**config.mk**
```make
export PLATFORM = sky130hd
export DESIGN_NAME = bus_arbiter_flat
export DESIGN_NICKNAME = d
export VERILOG_FILES = /design/src/rtl/bus_arbiter_pkg.sv /design/src/rtl/bus_arbiter_if.sv /design/src/rtl/bus_arbiter_pick.sv /design/src/rtl/bus_arbiter.sv /design/src/flat_wrapper.sv
export SDC_FILE = /design/constraint.sdc
export NUM_CORES = 1
export LEC_CHECK = 0
export CAP_MARGIN = 40
export CORE_UTILIZATION = 40
export DETAILED_ROUTE_END_ITERATION = 10
export DONT_BUFFER_PORTS = 1
export GPL_TIMING_DRIVEN = 0
export MAX_ROUTING_LAYER = met4
export PLACE_DENSITY_LB_ADDON = 0.25
export SYNTH_ARGS = -nofsm -noshare
export SYNTH_HDL_FRONTEND = slang
export SYNTH_SLANG_ARGS = --single-unit
```
**constraint.sdc**
```tcl
create_clock -name clk -period 1.5 [get_ports clk]
set_clock_uncertainty 0.05 [all_clocks]
set_input_delay 0.3 -clock clk [delete_from_list [all_inputs] [get_ports clk]]
set_output_delay 0.3 -clock clk [all_outputs]
set_load 0.1 [all_outputs]
```
**src/rtl/bus_arbiter_pkg.sv**
```systemverilog
// Shared types and constants for the IF/MEM memory-bus arbiter.
package bus_arbiter_pkg;

   localparam int unsigned XLEN     = 32;
   localparam int unsigned STREAK_W = 4;

   // Access size codes; code 3 is reserved and travels to the bus untouched.
   localparam logic [1:0] SIZE_BYTE = 2'd0;
   localparam logic [1:0] SIZE_HALF = 2'd1;
   localparam logic [1:0] SIZE_WORD = 2'd2;

   // Grant select encoding.
   localparam logic GNT_IF  = 1'b0;
   localparam logic GNT_MEM = 1'b1;

   typedef enum logic [1:0] {
      ARB_IDLE = 2'd0,
      ARB_CMD  = 2'd1,
      ARB_RESP = 2'd2,
      ARB_DONE = 2'd3
   } arb_state_t;

   // Four bytes, byte 0 at the lowest address.
   typedef logic [3:0][7:0] word_t;

   // Command fields latched at grant and held while the command is presented.
   typedef struct packed {
      logic            rw;
      logic [XLEN-1:0] address;
      logic [1:0]      data_size;
      word_t           write_data;
   } bus_cmd_t;

endpackage

```
**src/rtl/bus_arbiter_if.sv**
```systemverilog
// Memory bus port: command channel plus single-beat response.
interface bus_arbiter_if;
   import bus_arbiter_pkg::*;

   logic            bus_valid;
   logic            bus_rw;
   logic [XLEN-1:0] bus_address;
   logic [1:0]      bus_data_size;
   word_t           bus_write_data;
   logic            bus_ready;
   logic            bus_rvalid;
   word_t           bus_read_data;

   modport master (
      output bus_valid, bus_rw, bus_address, bus_data_size, bus_write_data,
      input  bus_ready, bus_rvalid, bus_read_data
   );

   modport slave (
      input  bus_valid, bus_rw, bus_address, bus_data_size, bus_write_data,
      output bus_ready, bus_rvalid, bus_read_data
   );

endinterface

```
**src/rtl/bus_arbiter_pick.sv**
```systemverilog
// Priority policy: MEM wins ties unless its streak has reached the limit.
module bus_arbiter_pick
   import bus_arbiter_pkg::*;
#(
   parameter int unsigned MAX_MEM_STREAK = 4
)(
   input  logic                if_request,
   input  logic                mem_request,
   input  logic [STREAK_W-1:0] mem_streak,
   output logic                grant_valid_c,
   output logic                grant_sel_c,
   output logic [STREAK_W-1:0] mem_streak_next_c
);

   localparam logic [STREAK_W-1:0] STREAK_MAX = STREAK_W'(MAX_MEM_STREAK);

   // Choose a winner and the streak value that goes with that choice.
   always_comb begin
      grant_valid_c     = if_request | mem_request;
      grant_sel_c       = GNT_IF;
      mem_streak_next_c = mem_streak;
      if (mem_request && !(if_request && (mem_streak >= STREAK_MAX))) begin
         grant_sel_c = GNT_MEM;
         if (if_request) begin
            mem_streak_next_c = (mem_streak >= STREAK_MAX) ? STREAK_MAX
                                                           : mem_streak + STREAK_W'(1);
         end else begin
            mem_streak_next_c = '0;
         end
      end else if (if_request) begin
         grant_sel_c       = GNT_IF;
         mem_streak_next_c = '0;
      end
   end

endmodule

```
**src/rtl/bus_arbiter.sv**
```systemverilog
// Single-outstanding arbiter sharing one memory bus between IF and MEM stages.
module bus_arbiter
   import bus_arbiter_pkg::*;
#(
   parameter int unsigned MAX_MEM_STREAK = 4
)(
   input  logic             clk,
   input  logic             rst,
   input  logic             if_stage_request,
   input  logic [XLEN-1:0]  if_stage_address,
   input  logic [1:0]       if_stage_data_size,
   output word_t            if_stage_read_data,
   output logic             if_stage_done,
   input  logic             mem_stage_request,
   input  logic             mem_stage_rw,
   input  logic [XLEN-1:0]  mem_stage_address,
   input  logic [1:0]       mem_stage_data_size,
   input  word_t            mem_stage_write_data,
   output word_t            mem_stage_read_data,
   output logic             mem_stage_done,
   bus_arbiter_if.master    bus
);

   arb_state_t          state;
   logic [STREAK_W-1:0] mem_streak;
   logic                gnt_sel;
   logic                cmd_valid;
   bus_cmd_t            cmd;

   logic                grant_valid_c;
   logic                grant_sel_c;
   logic [STREAK_W-1:0] mem_streak_next_c;

   bus_arbiter_pick #(
      .MAX_MEM_STREAK (MAX_MEM_STREAK)
   ) u_pick (
      .if_request        (if_stage_request),
      .mem_request       (mem_stage_request),
      .mem_streak        (mem_streak),
      .grant_valid_c     (grant_valid_c),
      .grant_sel_c       (grant_sel_c),
      .mem_streak_next_c (mem_streak_next_c)
   );

   // Transaction sequencer: grant, present command, await response, pulse done.
   always_ff @(posedge clk) begin
      if (rst) begin
         state               <= ARB_IDLE;
         mem_streak          <= '0;
         gnt_sel             <= GNT_IF;
         cmd_valid           <= 1'b0;
         cmd                 <= '0;
         if_stage_done       <= 1'b0;
         mem_stage_done      <= 1'b0;
         if_stage_read_data  <= '0;
         mem_stage_read_data <= '0;
      end else begin
         if_stage_done  <= 1'b0;
         mem_stage_done <= 1'b0;
         case (state)
            ARB_IDLE: begin
               if (grant_valid_c) begin
                  gnt_sel    <= grant_sel_c;
                  mem_streak <= mem_streak_next_c;
                  cmd_valid  <= 1'b1;
                  state      <= ARB_CMD;
                  if (grant_sel_c == GNT_MEM) begin
                     cmd.rw         <= mem_stage_rw;
                     cmd.address    <= mem_stage_address;
                     cmd.data_size  <= mem_stage_data_size;
                     cmd.write_data <= mem_stage_write_data;
                  end else begin
                     cmd.rw         <= 1'b0;
                     cmd.address    <= if_stage_address;
                     cmd.data_size  <= if_stage_data_size;
                     cmd.write_data <= '0;
                  end
               end
            end
            ARB_CMD: begin
               if (bus.bus_ready) begin
                  cmd_valid <= 1'b0;
                  state     <= ARB_RESP;
               end
            end
            ARB_RESP: begin
               if (bus.bus_rvalid) begin
                  state <= ARB_DONE;
                  if (gnt_sel == GNT_MEM) begin
                     mem_stage_done <= 1'b1;
                     if (!cmd.rw) begin
                        mem_stage_read_data <= bus.bus_read_data;
                     end
                  end else begin
                     if_stage_done      <= 1'b1;
                     if_stage_read_data <= bus.bus_read_data;
                  end
               end
            end
            ARB_DONE: begin
               state <= ARB_IDLE;
            end
            default: begin
               state <= ARB_IDLE;
            end
         endcase
      end
   end

   // Bus command outputs come straight from the latched registers.
   assign bus.bus_valid      = cmd_valid;
   assign bus.bus_rw         = cmd.rw;
   assign bus.bus_address    = cmd.address;
   assign bus.bus_data_size  = cmd.data_size;
   assign bus.bus_write_data = cmd.write_data;

endmodule

```
**src/flat_wrapper.sv**
```systemverilog
// flat-port wrapper written by rule: the top's interface ports become plain ports
module bus_arbiter_flat import bus_arbiter_pkg::*;
#(
   parameter int unsigned MAX_MEM_STREAK = 4
)
  (clk, rst, if_stage_request, if_stage_address, if_stage_data_size, if_stage_read_data, if_stage_done, mem_stage_request, mem_stage_rw, mem_stage_address, mem_stage_data_size, mem_stage_write_data, mem_stage_read_data, mem_stage_done, bus_bus_valid, bus_bus_rw, bus_bus_address, bus_bus_data_size, bus_bus_write_data, bus_bus_ready, bus_bus_rvalid, bus_bus_read_data);
  bus_arbiter_if bus_i ();
  input  logic clk;
  input  logic rst;
  input  logic if_stage_request;
  input  logic [XLEN-1:0] if_stage_address;
  input  logic [1:0] if_stage_data_size;
  output word_t if_stage_read_data;
  output logic if_stage_done;
  input  logic mem_stage_request;
  input  logic mem_stage_rw;
  input  logic [XLEN-1:0] mem_stage_address;
  input  logic [1:0] mem_stage_data_size;
  input  word_t mem_stage_write_data;
  output word_t mem_stage_read_data;
  output logic mem_stage_done;
  output wire logic [$bits(bus_i.bus_valid)-1:0] bus_bus_valid;
  output wire logic [$bits(bus_i.bus_rw)-1:0] bus_bus_rw;
  output wire logic [$bits(bus_i.bus_address)-1:0] bus_bus_address;
  output wire logic [$bits(bus_i.bus_data_size)-1:0] bus_bus_data_size;
  output wire logic [$bits(bus_i.bus_write_data)-1:0] bus_bus_write_data;
  input wire logic [$bits(bus_i.bus_ready)-1:0] bus_bus_ready;
  input wire logic [$bits(bus_i.bus_rvalid)-1:0] bus_bus_rvalid;
  input wire logic [$bits(bus_i.bus_read_data)-1:0] bus_bus_read_data;
  assign bus_bus_valid = bus_i.bus_valid;
  assign bus_bus_rw = bus_i.bus_rw;
  assign bus_bus_address = bus_i.bus_address;
  assign bus_bus_data_size = bus_i.bus_data_size;
  assign bus_bus_write_data = bus_i.bus_write_data;
  assign bus_i.bus_ready = bus_bus_ready;
  assign bus_i.bus_rvalid = bus_bus_rvalid;
  assign bus_i.bus_read_data = bus_bus_read_data;
  bus_arbiter #(.MAX_MEM_STREAK(MAX_MEM_STREAK)) u_core (.clk(clk), .rst(rst), .if_stage_request(if_stage_request), .if_stage_address(if_stage_address), .if_stage_data_size(if_stage_data_size), .if_stage_read_data(if_stage_read_data), .if_stage_done(if_stage_done), .mem_stage_request(mem_stage_request), .mem_stage_rw(mem_stage_rw), .mem_stage_address(mem_stage_address), .mem_stage_data_size(mem_stage_data_size), .mem_stage_write_data(mem_stage_write_data), .mem_stage_read_data(mem_stage_read_data), .mem_stage_done(mem_stage_done), .bus(bus_i));
endmodule
```
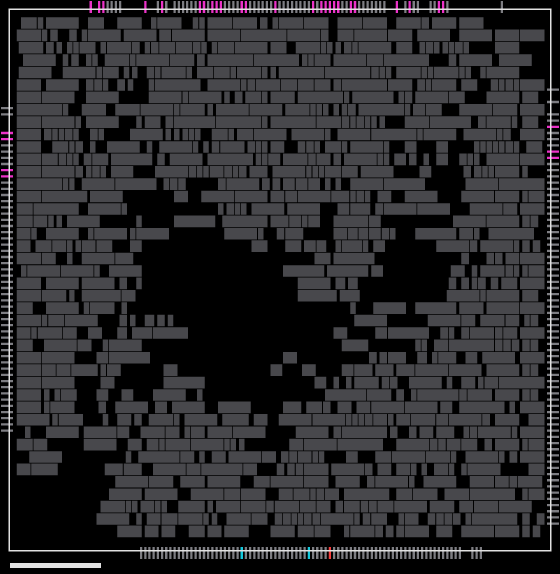
Figure 1: ports around the boundary.
The bar under the picture is 20 µm long. Pins as bars across the die edge, other pins in grey.
legend:
  bus_bus_read_data:
    colour: magenta
    pins: 32
    direction: input
    edge: 25 north, 4 west, 3 east
  mem_stage_request:
    colour: red
    pins: 1
    direction: input
    edge: south
  mem_stage_data_size:
    colour: cyan
    pins: 2
    direction: input
    edge: south
die height: 118.4 µm
IO buf count: 0
Die Wd: 118.4 µm

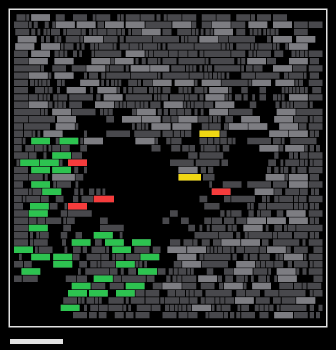
Figure 2: sequential cells coloured by netlist name.
The bar under the picture is 20 µm long. Other sequential cells in the stronger grey, the rest of the logic in the fainter grey.
legend:
  u_core.state:
    colour: yellow
    sequential_cells: 2
  u_core.bus.bus_write_data:
    colour: green
    sequential_cells: 32
  u_core.mem_streak:
    colour: red
    sequential_cells: 4
not coloured: 103

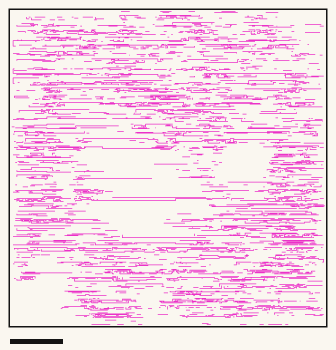
Figure 3: met1 routing.
The bar under the picture is 20 µm long.
main direction: horizontal
wire length on this layer: 7840 µm
nets with wire on the layer: 890
longest straight run: 37.3 µm

==> deck_impl_summary.md <==
Flow Results at a Glance

Final layout
  – Number of clock buffers in the layout: 18
  – Flops: 141
  – Fin util: 0.7239
  – Multi-In Gates: 434
  – Most instantiated logic cells after routing: dfxtp_1 (137), nand2_1 (131), buf_8 (106), nor2_1 (69), dlygate4sd3_1 (67)
  – Sequential cell area share: 0.2955
  – Top cell excl fill/tap: dfxtp_1
  – Signal buffers: 270
  – Clk cell area share: 0.05873
  – Comb/total area: 0.2520
  – Nets: 1013
  – Logic inverters: 5
  – Data buffer area share: 0.3681

GRT
  – Vias in the first global route: 6300
  – Overall global routing resource usage: 0.2996
  – Antenna violations before repair: 1
  – Largest net degree at the start of global routing: 17

Yosys
  – Syn Inst Count: 643
  – Mux share: 0.001846
  – Synth flops: 141
  – Post-Synth Adder-Cell Area: 0.01154
  – Yosys Instances: 643
  – Post-synthesis net count: 787
  – Cell area leaders: dfxtp_1 (52%), nand2_1 (9.1%), a21oi_1 (6.3%)
  – Syn. warnings: 0
  – Yosys chip area: 5423 µm²

Min path
  – Hold WC Path Type: input pin to register

Pwr
  – Power per Cell Area: 1963 nW/µm²
  – Internal: 9.882 mW
  – Seq pwr share: 0.274
  – Leakage: 3.649 nW
  – Switching share of power: 0.4749

STA
  – Final setup margin: -0.07456 ns
  – Max Freq: 635.1 MHz
  – Final setup fails: 3
  – Final period utilization: 1.050
  – RSZ-0062 raised after global routing: yes

Setup path
  – R2r startpoint: u_core.state[1]$_SDFFE_PP0P_
  – Crit path to: u_core.bus.bus_address[10]$_SDFFE_PP0P_
  – CP endpoint kind: register
  – Crit path DRT: 1.75 ns
  – Reg2Reg Capture Point: u_core.bus.bus_address[10]$_SDFFE_PP0P_
  – Startpoint Class: register
  – WS Path Type: register to register

Clock network
  – CTS root buffer: clkbuf_16
  – Clock sinks: 141
  – Number of CTS-inserted buffers: 17
  – H-Tree Depth: 4
  – Clk buf depth: 2

Outcome
  – Violated checks: negative setup slack
  – Status: finished with violations

Flow run
  – Max_cap viols: 0

Floorplan
  – Tapcell count: 176
  – Core outline area: 13240 µm²
  – Die area: 14030 µm²

Routing
  – Drt drc: 0
  – Via density: 5.756
  – Drt pass-1 iters: 5
  – Drt total wl: 21.21 mm
  – WL/cell: 20.01 µm
==> stage by stage <==
| step | std cells | power [mW] | hold WS [ns] | setup WS (ns) | cell area [µm²] |
|---|---|---|---|---|---|
| after detailed placement | 952 | 14.13 | 0.3938 | -0.3437 | 8006 |
| after floorplan | 643 | 11.11 | 0.3856 | 0.03229 | 5426 |
| after global placement | 819 | 11.70 | 0.3877 | -0.3190 | 5647 |
| after CTS | 1051 | 18.53 | 0.00001149 | 0.001814 | 9385 |
| final | 1060 | 18.82 | 0.01627 | -0.07456 | 9587 |
| after global routing | 1059 | 19.50 | 0.006649 | -0.1156 | 9584 |
==> power by group through the flow <==
stage	Combinational (mW)	Clock [mW]	Sequential (mW)
after detailed placement	8.95	0	5.18
final	9.66	3.99	5.16
after global routing	10.0	4.23	5.23
after CTS	9.35	4.05	5.12
after floorplan	2.07	0	9.04
after global placement	2.50	0	9.20
==> synthesized netlist by cell type, drive strengths merged <==
cell type,instances
nand2,131
a211oi,1
o21bai,1
and4b,1
a32oi,33
nand4b,2
o21ai,37
buf,32
dfxtp,141
nand3,35
nor2,70
nor2b,1
inv,5
a211o,1
a311oi,34
nand4,2
nand3b,1
ha,5
clkbuf,31
a21oi,68
o21a,2
mux2i,1
nor3b,2
and2,1
nor4,1
a22oi,1
and3b,1
nand2b,2
==> sequential cells by signal, summed over array words and instances (netlist names), 2 cells and up <==
name / cells
u_core.bus.bus_write_data: 32
u_core.state: 2
u_core.mem_streak: 4
u_core.mem_stage_read_data: 32
u_core.if_stage_read_data: 32
u_core.bus.bus_address: 32
u_core.bus.bus_data_size: 2
==> what timing repair did <==
| item | CTS | global route |
|---|---|---|
| pin swaps | 2 | 23 |
| buffers inserted | 2 | 6 |
| cloned | 0 | 1 |
| hold endpoints to repair | 95 | 0 |
| hold buffers | 67 | 0 |
| endpoints found under the setup margin | 129 | 129 |
| resized | 45 | 42 |
==> worst max-delay path: stages, from the launching register on <==
cell      delay (ns)
dfxtp_4         0.36
inv_4           0.07
ha_4            0.15
o21a_1          0.13
buf_6           0.13
buf_6           0.14
nor2_1          0.08
a311oi_2        0.34
==> routing by layer <==
layer,part of all wire,GRT usage,wire [µm]
met2,0.52,0.5158,10950
met5,0,-,0
met3,0.062,0.06805,1320
met4,0.051,0.1788,1092
met1,0.37,0.3131,7838
==> worst min-delay path by stage <==
stage                                                              to  slack, ns  cells past startpoint                              start
after floorplan                     u_core.mem_streak[1]$_SDFFE_PP0P_       0.39                      2  u_core.mem_streak[1]$_SDFFE_PP0P_
final                          u_core.bus.bus_address[6]$_SDFFE_PP0P_       0.02                      2               mem_stage_address[6]
after CTS                     u_core.bus.bus_address[16]$_SDFFE_PP0P_    0.00001                      2              mem_stage_address[16]
after detailed placement   u_core.if_stage_read_data[15]$_SDFFE_PP0P_       0.39                      2              bus_bus_read_data[15]
after global routing           u_core.bus.bus_address[2]$_SDFFE_PP0P_      0.007                      2               mem_stage_address[2]
after global placement    u_core.mem_stage_read_data[30]$_SDFFE_PP0P_       0.39                      2              bus_bus_read_data[30]
Power is estimated from default activity; no workload was simulated.
